$ cat src/rtl/booth_pkg.sv
// Shared types and helpers for the Booth multiplier datapath and its
// downstream dot-product accumulator.
package booth_pkg;

   typedef enum logic {
      IDLE,
      ACCUM
   } state_t;

   localparam int PROD_W = 32;
   localparam int SAT_W  = 128;

   // Low w bits hold the w-bit signed maximum.
   function automatic logic [SAT_W-1:0] sat_max(input int w);
      return (SAT_W'(1) << (w - 1)) - SAT_W'(1);
   endfunction

   function automatic logic [SAT_W-1:0] sat_min(input int w);
      return SAT_W'(1) << (w - 1);
   endfunction

endpackage

$ cat src/rtl/booth_dot_accumulator_if.sv
// Product-in and result-out valid/ready bundle of the dot-product
// accumulator.
interface booth_dot_accumulator_if #(
   parameter int ACC_W = 40,
   parameter int CNT_W = 16
);

   logic                          clear_i;
   logic                          prod_valid_i;
   logic                          prod_ready_o;
   logic [booth_pkg::PROD_W-1:0]  prod_i;
   logic                          prod_last_i;
   logic                          res_valid_o;
   logic                          res_ready_i;
   logic [ACC_W-1:0]              res_data_o;
   logic [CNT_W-1:0]              res_count_o;
   logic                          res_ovf_o;

   modport master (
      output clear_i,
      output prod_valid_i,
      output prod_i,
      output prod_last_i,
      output res_ready_i,
      input  prod_ready_o,
      input  res_valid_o,
      input  res_data_o,
      input  res_count_o,
      input  res_ovf_o
   );

   modport slave (
      input  clear_i,
      input  prod_valid_i,
      input  prod_i,
      input  prod_last_i,
      input  res_ready_i,
      output prod_ready_o,
      output res_valid_o,
      output res_data_o,
      output res_count_o,
      output res_ovf_o
   );

endinterface

$ cat src/rtl/booth_sat_add.sv
// Accumulator + sign-extended product at ACC_W+1 bits, with overflow
// detect and optional clamp to the ACC_W signed range.
module booth_sat_add
   import booth_pkg::*;
#(
   parameter int ACC_W = 40,
   parameter bit SAT   = 1'b1
) (
   input  logic [ACC_W-1:0]  acc,
   input  logic [PROD_W-1:0] prod,
   output logic [ACC_W-1:0]  sum,
   output logic              ovf
);

   logic [ACC_W:0] wide;

   always_comb begin
      wide = {acc[ACC_W-1], acc}
           + {{(ACC_W + 1 - PROD_W){prod[PROD_W-1]}}, prod};
      ovf = wide[ACC_W] ^ wide[ACC_W-1];
      sum = wide[ACC_W-1:0];
      if (SAT && ovf) begin
         sum = wide[ACC_W] ? ACC_W'(sat_min(ACC_W))
                           : ACC_W'(sat_max(ACC_W));
      end
   end

endmodule

$ cat src/rtl/booth_dot_accumulator.sv
// Accumulates Booth products into per-vector dot products and holds each
// result in a registered valid/ready output stage.
module booth_dot_accumulator
   import booth_pkg::*;
#(
   parameter int ACC_W = 40,
   parameter int CNT_W = 16,
   parameter bit SAT   = 1'b1
) (
   input  logic                    clk,
   input  logic                    reset_n,
   booth_dot_accumulator_if.slave  bus
);

   state_t           state;
   state_t           state_nx;
   logic [ACC_W-1:0] acc;
   logic [ACC_W-1:0] acc_nx;
   logic [CNT_W-1:0] cnt;
   logic [CNT_W-1:0] cnt_nx;
   logic             ovf;
   logic             ovf_nx;

   logic [ACC_W-1:0] sum;
   logic             step_ovf;
   logic [CNT_W-1:0] cnt_inc;
   logic             ovf_any;
   logic             ready;
   logic             accept;
   logic             fire;
   logic             load;

   logic             res_valid;
   logic [ACC_W-1:0] res_data;
   logic [CNT_W-1:0] res_count;
   logic             res_ovf;

   booth_sat_add #(
      .ACC_W (ACC_W),
      .SAT   (SAT)
   ) u_add (
      .acc  (acc),
      .prod (bus.prod_i),
      .sum  (sum),
      .ovf  (step_ovf)
   );

   // Ready depends only on clear and the output stage, never on prod_valid.
   assign ready   = ~bus.clear_i & (~res_valid | bus.res_ready_i);
   assign accept  = bus.prod_valid_i & ready;
   assign fire    = res_valid & bus.res_ready_i;
   assign cnt_inc = (&cnt) ? cnt : cnt + 1'b1;
   assign ovf_any = ovf | step_ovf;

   always_ff @(posedge clk or negedge reset_n) begin
      if (!reset_n) begin
         state <= IDLE;
         acc   <= '0;
         cnt   <= '0;
         ovf   <= 1'b0;
      end else begin
         state <= state_nx;
         acc   <= acc_nx;
         cnt   <= cnt_nx;
         ovf   <= ovf_nx;
      end
   end

   always_comb begin
      state_nx = state;
      acc_nx   = acc;
      cnt_nx   = cnt;
      ovf_nx   = ovf;
      load     = 1'b0;
      if (bus.clear_i) begin
         state_nx = IDLE;
         acc_nx   = '0;
         cnt_nx   = '0;
         ovf_nx   = 1'b0;
      end else if (accept) begin
         unique case (state)
            IDLE: begin
               if (bus.prod_last_i) begin
                  load = 1'b1;
               end else begin
                  state_nx = ACCUM;
                  acc_nx   = sum;
                  cnt_nx   = CNT_W'(1);
                  ovf_nx   = step_ovf;
               end
            end
            ACCUM: begin
               if (bus.prod_last_i) begin
                  load     = 1'b1;
                  state_nx = IDLE;
                  acc_nx   = '0;
                  cnt_nx   = '0;
                  ovf_nx   = 1'b0;
               end else begin
                  acc_nx = sum;
                  cnt_nx = cnt_inc;
                  ovf_nx = ovf_any;
               end
            end
            default: state_nx = IDLE;
         endcase
      end
   end

   // A load in a fire cycle overwrites the departing result.
   always_ff @(posedge clk or negedge reset_n) begin
      if (!reset_n) begin
         res_valid <= 1'b0;
         res_data  <= '0;
         res_count <= '0;
         res_ovf   <= 1'b0;
      end else if (load) begin
         res_valid <= 1'b1;
         res_data  <= sum;
         res_count <= cnt_inc;
         res_ovf   <= ovf_any;
      end else if (fire) begin
         res_valid <= 1'b0;
      end
   end

   assign bus.prod_ready_o = ready;
   assign bus.res_valid_o  = res_valid;
   assign bus.res_data_o   = res_data;
   assign bus.res_count_o  = res_count;
   assign bus.res_ovf_o    = res_ovf;

endmodule

$ cat src/flat_wrapper.sv
// flat-port wrapper written by rule: the top's interface ports become plain ports
module booth_dot_accumulator_flat import booth_pkg::*;
#(
   parameter int ACC_W = 40,
   parameter int CNT_W = 16,
   parameter bit SAT   = 1'b1
)
  (clk, reset_n, bus_clear_i, bus_prod_valid_i, bus_prod_i, bus_prod_last_i, bus_res_ready_i, bus_prod_ready_o, bus_res_valid_o, bus_res_data_o, bus_res_count_o, bus_res_ovf_o);
  booth_dot_accumulator_if #(.ACC_W(ACC_W), .CNT_W(CNT_W)) bus_i ();
  input  logic clk;
  input  logic reset_n;
  input wire logic [$bits(bus_i.clear_i)-1:0] bus_clear_i;
  input wire logic [$bits(bus_i.prod_valid_i)-1:0] bus_prod_valid_i;
  input wire logic [$bits(bus_i.prod_i)-1:0] bus_prod_i;
  input wire logic [$bits(bus_i.prod_last_i)-1:0] bus_prod_last_i;
  input wire logic [$bits(bus_i.res_ready_i)-1:0] bus_res_ready_i;
  output wire logic [$bits(bus_i.prod_ready_o)-1:0] bus_prod_ready_o;
  output wire logic [$bits(bus_i.res_valid_o)-1:0] bus_res_valid_o;
  output wire logic [$bits(bus_i.res_data_o)-1:0] bus_res_data_o;
  output wire logic [$bits(bus_i.res_count_o)-1:0] bus_res_count_o;
  output wire logic [$bits(bus_i.res_ovf_o)-1:0] bus_res_ovf_o;
  assign bus_i.clear_i = bus_clear_i;
  assign bus_i.prod_valid_i = bus_prod_valid_i;
  assign bus_i.prod_i = bus_prod_i;
  assign bus_i.prod_last_i = bus_prod_last_i;
  assign bus_i.res_ready_i = bus_res_ready_i;
  assign bus_prod_ready_o = bus_i.prod_ready_o;
  assign bus_res_valid_o = bus_i.res_valid_o;
  assign bus_res_data_o = bus_i.res_data_o;
  assign bus_res_count_o = bus_i.res_count_o;
  assign bus_res_ovf_o = bus_i.res_ovf_o;
  booth_dot_accumulator #(.ACC_W(ACC_W), .CNT_W(CNT_W), .SAT(SAT)) u_core (.clk(clk), .reset_n(reset_n), .bus(bus_i));
endmodule
$ cat config.mk
export PLATFORM = sky130hd
export DESIGN_NAME = booth_dot_accumulator_flat
export DESIGN_NICKNAME = d
export VERILOG_FILES = /design/src/rtl/booth_pkg.sv /design/src/rtl/booth_dot_accumulator_if.sv /design/src/rtl/booth_sat_add.sv /design/src/rtl/booth_dot_accumulator.sv /design/src/flat_wrapper.sv
export SDC_FILE = /design/constraint.sdc
export NUM_CORES = 1
export LEC_CHECK = 0
export CORE_UTILIZATION = 55
export DETAILED_ROUTE_END_ITERATION = 10
export GPL_ROUTABILITY_DRIVEN = 0
export PLACE_DENSITY_LB_ADDON = 0.08
export REMOVE_ABC_BUFFERS = 1
export SLEW_MARGIN = 15
export SYNTH_ARGS = -nofsm -noshare
export SYNTH_HDL_FRONTEND = slang
export SYNTH_SLANG_ARGS = --single-unit
$ cat constraint.sdc
create_clock -name clk -period 4.1 [get_ports clk]
set_input_delay 1.23 -clock clk [delete_from_list [all_inputs] [get_ports clk]]
set_output_delay 1.23 -clock clk [all_outputs]
set_load 0.02 [all_outputs]
==> run notes <==
Status of the implementation.

- The commonest non-fill, non-tap cell in the layout is sky130_fd_sc_hd__nand2_1, for reference.
- The first global-routing pass estimated 35.3 mm of wire.
- The critical path runs through a total of 14 cells.
- The worst reg2reg path startpoint is u_core.acc[0]$_DFFE_PN0P_, for reference.
- The global-route met3 utilization is 0.0615, for reference.
- The antenna diode count is 0, for reference.
- According to the floorplan report, the die height is 118 um.
- The met2 routed wirelength is 10.9 mm, for reference.
- The largest net degree at the start of global routing is 60, for reference.
- The flow ran to the end, and the final reports show no timing, DRC or antenna violations.
- Setup total negative slack on the finished layout was measured at 0 ps.
- Per Yosys stat, the portion of area used by sequential elements is 0.395.
- Once layout is complete, the cells apart from fillers number 1188.
- The part of the total power dissipated in combinational logic is 0.429, for reference.
- The number of pins exceeding their max-slew limit in the final report is 0, for reference.
- The number of sequential cells in the layout is 116, for reference.
- The fraction of final cell area spent on non-clock buffers in this run is 0.198.
- The endpoint of the worst-slack reg-to-reg timing path is u_core.acc[7]$_DFFE_PN0P_, for reference.
- The total length of routed met3 wires is 1.74 mm, for reference.
- By instance count after routing, the leading logic cell types are sky130_fd_sc_hd__nand2_1, sky130_fd_sc_hd__dfrtp_1, sky130_fd_sc_hd__buf_4.
- In this run the horizontal extent of the chip is 118 um.
- The heaviest power group is combinational cells, for reference.
- The most critical setup path has its startpoint at bus_prod_i[0].
- Setup slack on the worst reg-to-reg path comes out at 860 ps.
- The number of port buffers is 96, for reference.
- The power report attributes to the sequential group a share of 0.275.
- The delay of the slowest cell on the worst path is 410 ps, for reference.
- The report gives the cell count of the worst hold path as 2.
- The clock network consumes a total of 1.65 mW.
- The later-pin clock latency in the skew report is 430 ps, for reference.
- The type of the worst setup path is in -> reg, for reference.
- According to the Yosys statistics, the synthesized design has a chip area of 7360 um2.
- For this run, the post-layout net count is 1084.
- The endpoint required time on the critical path is 4410 ps, for reference.
- Sorting the Yosys area breakdown by cell type puts at the top sky130_fd_sc_hd__dfrtp_1.
- The clock network fraction of design power is 0.296, for reference.
- The cell count listed in synth_stat.txt is 810, for reference.
- Per the OpenROAD floorplan log, the area of the core is 12800 um2.
- The type of origin of the critical path is a primary input, for reference.
- Clock skew on the completed layout was measured at 6.60 ps.
- Hold repair after CTS inserted 0 buffers.
- The met2 track demand over resource in global routing is 0.537, for reference.
- In this run, CTS created clock tree buffers numbering 17.
- The commonest cells after synthesis are sky130_fd_sc_hd__nand2_1, sky130_fd_sc_hd__dfrtp_1, sky130_fd_sc_hd__nor2_1.
- In this run the cell area measured after placement is 9250 um2.
- Routed signal wires occupy layers up through met4.
- The clock sink total is 116, for reference.
what timing repair did:
item / CTS / global route
gates resized: 1 / 7
endpoints found under the hold margin: 0 / 0
pin swaps: 2 / 8
setup endpoints to repair: 18 / 78
cloned: 0 / 3
buffers inserted: 2 / 5
logic make-up after synthesis:
group	Yosys count	synth area share
adder cells (fa/ha/maj)	42	0.0724
XOR/XNOR	46	0.0548
buffers and inverters	57	0.0379
flip-flops	116	0.395
AND/OR/NAND/NOR	267	0.165
multiplexers	5	0.00935
AND-OR/OR-AND	277	0.266
worst reg2reg max path, delay by kind of cell (launching register included):
| kind | cells | cell delay [ps] |
|---|---|---|
| fa+ha+maj | 2 | 620 |
| simple gates | 1 | 40 |
| buf+inv | 2 | 340 |
| flops | 1 | 400 |
| mux | 1 | 190 |
| compound gates | 7 | 1560 |
**Wiring heat map**

The bar under the picture is 20 um long. The die is cut into 24 by 24 equal tiles; dark blue is low, red is high, scaled to the fullest tile. Values are wire area over tile area, all layers added.
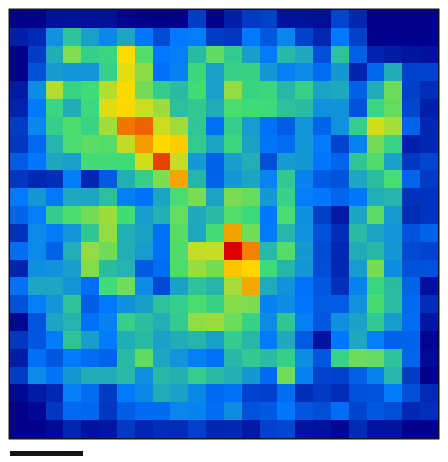
The fullest tile reaches 0.86. 16% of the tiles are over half the peak. The densest ninth of the die: center. The mean over all tiles is 0.27. 4.9% of the tiles are nearly empty.
total global routing track utilization: 0.319
total detailed-routing wirelength: 22.4 mm

**Metal layers overlaid**

The bar under the picture is 20 um long.
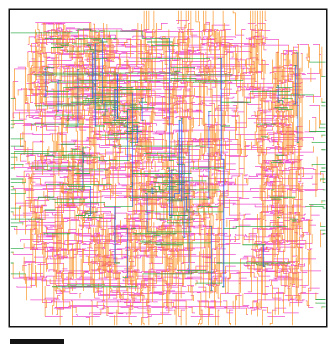
Key: M4 = blue [wire length 729 um]; M1 = magenta [wire length 9040 um]; M3 = green [wire length 1740 um]; M2 = orange [wire length 10900 um]
average wire per cell in the routed design: 18.9 um
vias post-DR: 7351

**Cells colored by class**

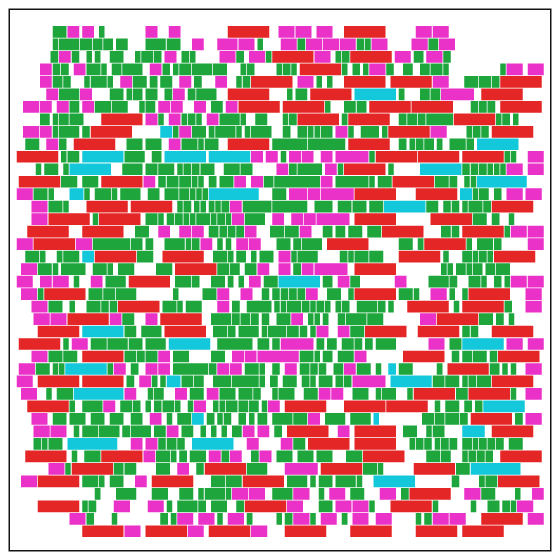
Key: registers = red [cells 116, share of their area 30%]; clock drivers and dummy loads = cyan [cells 31, share of their area 6.6%]; remaining logic cells = green [cells 652, share of their area 44%]; remaining buffers and delay cells = magenta [cells 217, share of their area 20%]

**Congestion heat map**

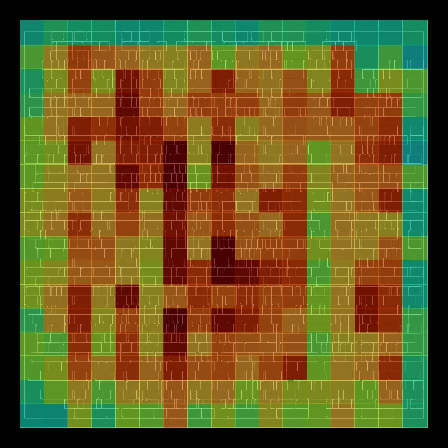
grt met1 use: 0.399
highest-utilization routing layer at the global route stage: met2
end-of-flow core utilization: 0.783

Power figures rest on the tool's default switching activity, not on a simulated workload.
